Design maze_two_ctrl, sky130hd; sources not shown.
### Cells colored by class, run 1

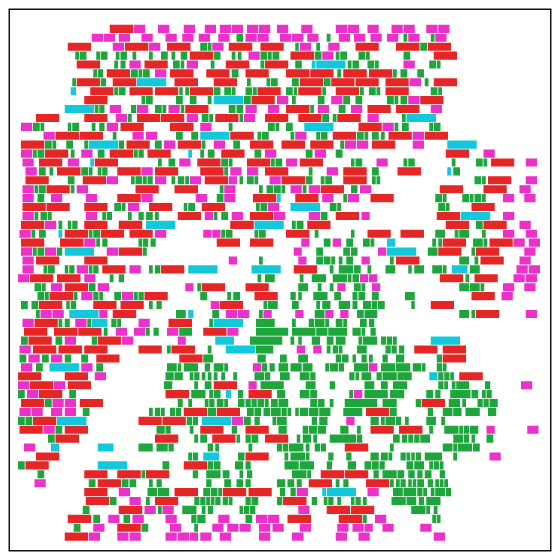
| class | color | cells | share of their area |
|---|---|---|---|
| all other logic | green | 771 | 36% |
| other buffers and delay cells | magenta | 262 | 20% |
| clock drivers and dummy loads | cyan | 44 | 6.2% |
| flops | red | 237 | 38% |
Final Util: 51.3%
row cnt: 58
sequential cell area share: 36.5%
core footprint: 25300 um2
final instance area: 13000 um2

### Routed metal, one color a layer, run 1

Scale bar: 50 um.
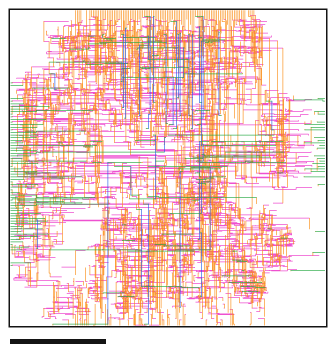
| layer | color | wire length |
|---|---|---|
| met3 | green | 2400 um |
| met2 | orange | 14600 um |
| met1 | magenta | 13200 um |
| met4 | blue | 1250 um |
Vias: 9049
wire per inst: 19.1 um
final wirelength: 31500 um

### Routing congestion map, run 1

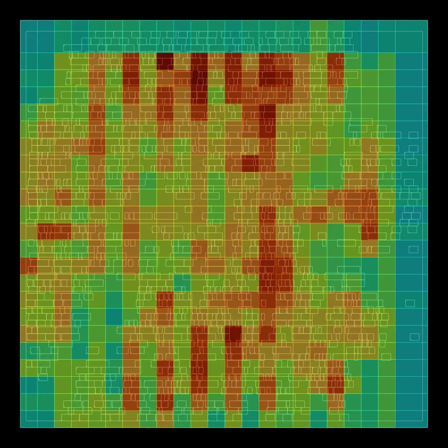
grt met3 use: 5.02%
busiest grt layer: met2
M2 GR Usage: 35.3%
GRT Overall Usage: 22.4%
met1 usage: 29.5%

==> impl_metrics.py, run 1 <==
# Generated from Yosys and OpenROAD reports
metrics = {
    "clock_tree": {
        "path_clk_slew_ns": 0.06,
        "numClockSinks": 237,
    },
    "cells_and_area": {
        "final_cells": 1644,
        "fillCellCount": 2334,
        "diodes": 0,
    },
    "pwr": {
        "sw_frac_of_total_pct": 44.9,
        "pwr_density_cell_nw_per_um2": 401,
        "peakVddDrop_mv": 0.418,
        "p_seq_share_pct": 29.0,
        "p_comb_uw": 2410,
        "power.leakage_uw": 0.00487,
        "p_seq_uw": 1510,
        "clock_power_uw": 1290,
    },
    "sta": {
        "grt_setup_unrepaired": "false",
        "slew_headroom_pct": 28.3,
    },
    "floorplanning": {
        "die_height_um": 165,
        "design.portCount": 229,
    },
    "route": {
        "antenna_left": 0,
        "drt-pass1-iter-count": 5,
        "post-route-drc-count": 0,
        "drtIter0Drc": 651,
    },
    "worst_setup_path": {
        "cpMaxStageDelayCell": "clkdlybuf4s50_1",
        "critPathTopFamily": "simple AND/OR/NAND/NOR gates",
        "crit_fanout": 20,
    },
    "flow_run": {
        "cap_violations": 0,
        "warning_count": 39,
    },
    "yosys": {
        "synth_nets": 1130,
        "yosysWarnings": 0,
        "ys_chip_area_um2": 9580,
        "common_cells": "dfxtp_1 (237), nor2_1 (224), a31oi_1 (131), clkbuf_1 (70), a21oi_1 (67)",
        "syn_inst": 1094,
        "edf_count": 0,
    },
    "run_status": {
        "status": "finished clean",
    },
    "placed_design": {
        "numPortBuffers": 228,
        "dpl.hpwl_um": 21000,
    },
}
-- run 1: cell families (layout without fill, tap and decap cells) --
group,Yosys count,after routing,synth area share [%]
buf+inv,109,329,4.52
flops,237,237,49.5
mux,3,3,0.314
compound gates,303,303,20.8
simple gates,399,399,19.3
fa+ha+maj,29,29,3.87
xor+xnor,14,14,1.70
-- run 1: final cells by class --
type | instances | area [um2] | area share, %
clock inverter | 7 | 53.8 | 0.414
timing repair buffer | 262 | 2540 | 19.5
multi-input combinational | 748 | 4430 | 34.1
inverter | 23 | 86.3 | 0.664
clock buffer | 37 | 732 | 5.63
sequential | 237 | 4740 | 36.5
tap | 330 | 413 | 3.18
### Sequential cells grouped by signal name, run 1

Scale bar: 50 um.
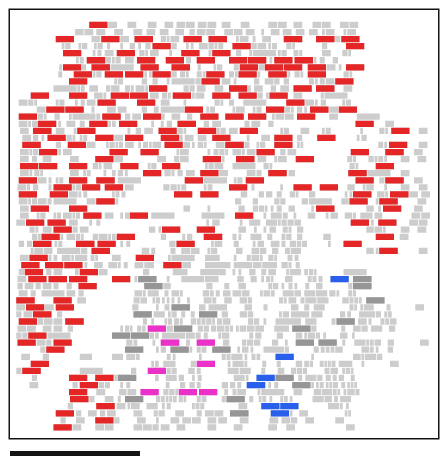

==> run 2, diff against run 1 <==
--- a/config.mk
+++ b/config.mk
@@ -5,7 +5,7 @@
 export SDC_FILE = /design/constraint.sdc
 export NUM_CORES = 1
 export LEC_CHECK = 0
-export ABC_CLOCK_PERIOD_IN_PS = 6900
+export ABC_CLOCK_PERIOD_IN_PS = 6450
 export CAP_MARGIN = 20
 export CELL_PAD_IN_SITES_DETAIL_PLACEMENT = 0
 export CELL_PAD_IN_SITES_GLOBAL_PLACEMENT = 1
==> constraint.sdc (replaced) <==
create_clock -name CLK -period 6.45 [get_ports CLK]
set_input_delay 1.29 -clock CLK [delete_from_list [all_inputs] [get_ports CLK]]
set_output_delay 1.29 -clock CLK [all_outputs]
set_load 0.005 [all_outputs]
### Sequential cells grouped by signal name, run 2

Scale bar: 50 um.
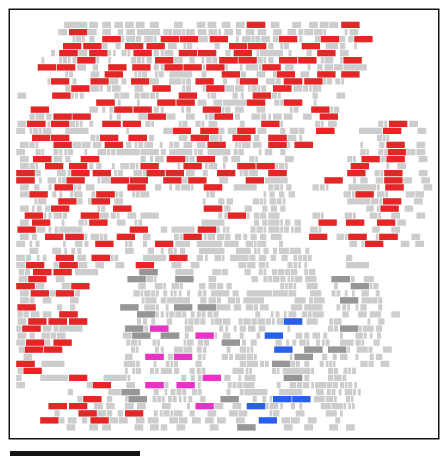
| netlist name | color | flops |
|---|---|---|
| `mazestate` | red | 198 |
| `counter` | magenta | 8 |
| `player_tile` | blue | 7 |
not colored: 24
P_seq: 1620 uW
Reg area: 4740 um2
Final Util: 51.9%

==> run 2 against run 1 <==
- worst setup slack got worse by 0.30 ns
- non-clock buffer count is 1 higher
- critical path depth is the same
- sequential share of layout area shrank 0.40 points
- register-to-register slack worse by 0.42 ns
- wire length is 0.90% lower
- clock skew down 0.0052 ns
==> impl_metrics.py, run 2 <==
# Generated from Yosys and OpenROAD reports
metrics = {
    "global_route": {
        "gr-usage-met2_pct": 36.2,
        "grt_usage_pct": 22.2,
        "busiest_layer": "met2",
        "use_met1_pct": 28.9,
        "grt_use_met3_pct": 5.47,
        "antenna_found_initial": 0,
        "grt_pass1_wl_um": 48000,
    },
    "floorplanning": {
        "die_area_um2": 27200,
        "floorplan.core_util_pct": 37.8,
        "rows": 58,
        "die_height_um": 165,
        "die_w_um": 165,
        "design.portCount": 229,
        "core_um2": 25300,
    },
    "sta": {
        "max_freq_mhz": 173,
        "grt_setup_unrepaired": "false",
        "slew_headroom_pct": 29.7,
        "worst_slew_pin_slew_ns": 1.05,
        "fin_ws_ns": 0.670,
        "setup_viol": 0,
        "period_minus_slack_ns": 5.78,
        "hold_violations": 0,
    },
    "cells_and_area": {
        "largest_reg_flops": 198,
        "final_cells": 1648,
        "area_delta_synth_final_pct": 37.2,
        "final_area_um2": 13100,
        "layout-drive-gt1-share_pct": 7.59,
        "fin_nets": 1335,
        "diodes": 0,
        "final_layout_top_logic_cell": "dfxtp_1",
    },
    "clock_tree": {
        "path_clk_slew_ns": 0.06,
        "clk_latency_ns": 0.53,
        "numClockSinks": 237,
    },
    "placed_design": {
        "dpl.hpwl_um": 20800,
        "placed_area_um2": 12200,
        "numPortBuffers": 228,
    },
    "pwr": {
        "clkPwrFrac_pct": 26.2,
        "peakVddDrop_mv": 0.242,
        "sw_frac_of_total_pct": 43.4,
        "p_comb_uw": 2670,
        "power_leader": "combinational logic",
        "power.leakage_uw": 0.00495,
        "p_sw_uw": 2530,
        "clock_power_uw": 1530,
        "pwr_density_cell_nw_per_um2": 443,
        "p_seq_share_pct": 27.8,
    },
    "route": {
        "drt-pass1-iter-count": 5,
        "finalWirelength_um": 31200,
        "post-route-drc-count": 0,
        "drtIter0Drc": 776,
        "antenna_left": 0,
        "wl_per_cell_um": 18.9,
        "dr_total_vias": 8975,
    },
    "run_status": {
        "status": "finished clean",
    },
    "worst_setup_path": {
        "cp_slowest_stage_delay_ns": 0.77,
        "end_kind": "register",
        "cpMaxStageDelayCell": "a21oi_4",
        "crit_fanout": 30,
        "setup.worst_path.class": "in -> reg",
        "critPathArrivalTime_ns": 6.24,
        "crit_chain": "clkdlybuf4s50_1 -> nand2b_1 -> nor4b_2 -> nor3_1 -> nand2_1 -> o21ai_0 -> ha_1 -> fa_1 -> xnor2_1 -> o211ai_1 -> nand3_1 -> o2111a_1 -> a211oi_4 -> a21oi_4 -> buf_12 -> a31oi_1 -> nor2_1",
        "critPathTopFamily": "AND-OR/OR-AND gates",
    },
    "yosys": {
        "ys_cells": 1094,
        "edf_count": 0,
        "synth_top_area_share_pct": 49.5,
        "ys_ff": 237,
        "synth_nets": 1130,
        "ys_chip_area_um2": 9580,
        "ys_seq_share_pct": 49.5,
        "common_cells": "dfxtp_1 (237), nor2_1 (224), a31oi_1 (131), clkbuf_1 (70), a21oi_1 (67)",
        "netlist_area_um2": 9580,
        "ys_types": 74,
        "yosysWarnings": 0,
        "syn_inst": 1094,
    },
    "hold_path": {
        "min_path_cells": 2,
    },
    "flow_run": {
        "warning_count": 41,
        "cap_violations": 0,
    },
}
## run 2: cell count changes in the layout (fill, tap and decap cells not counted), sizes merged
cell,before,now
inv,23,24
clkinv,4,7
clkinvlp,3,2
bufinv,0,3
buf,34,35
clkbuf,37,34
## run 2: area by class of cell
type	instances	area [um2]
Fill cell	2285	12200
Sequential cell	237	4740
Multi-Input combinational cell	748	4430
Timing Repair Buffer	263	2580
Clock buffer	34	721
Tap cell	330	413
Clock inverter	13	164
Inverter	23	86.3
## run 2: kinds of logic after synthesis
kind of cell               count (synthesis)  share of synthesized area, %
muxes                                      3                         0.314
xor gates and xnor gates                  14                          1.70
DFF                                      237                          49.5
buffers and inverters                    109                          4.52
AOI/OAI and AO/OA                        303                          20.8
adders and majority gates                 29                          3.87
and+or+nand+nor                          399                          19.3
Power is estimated from default activity; no workload was simulated.
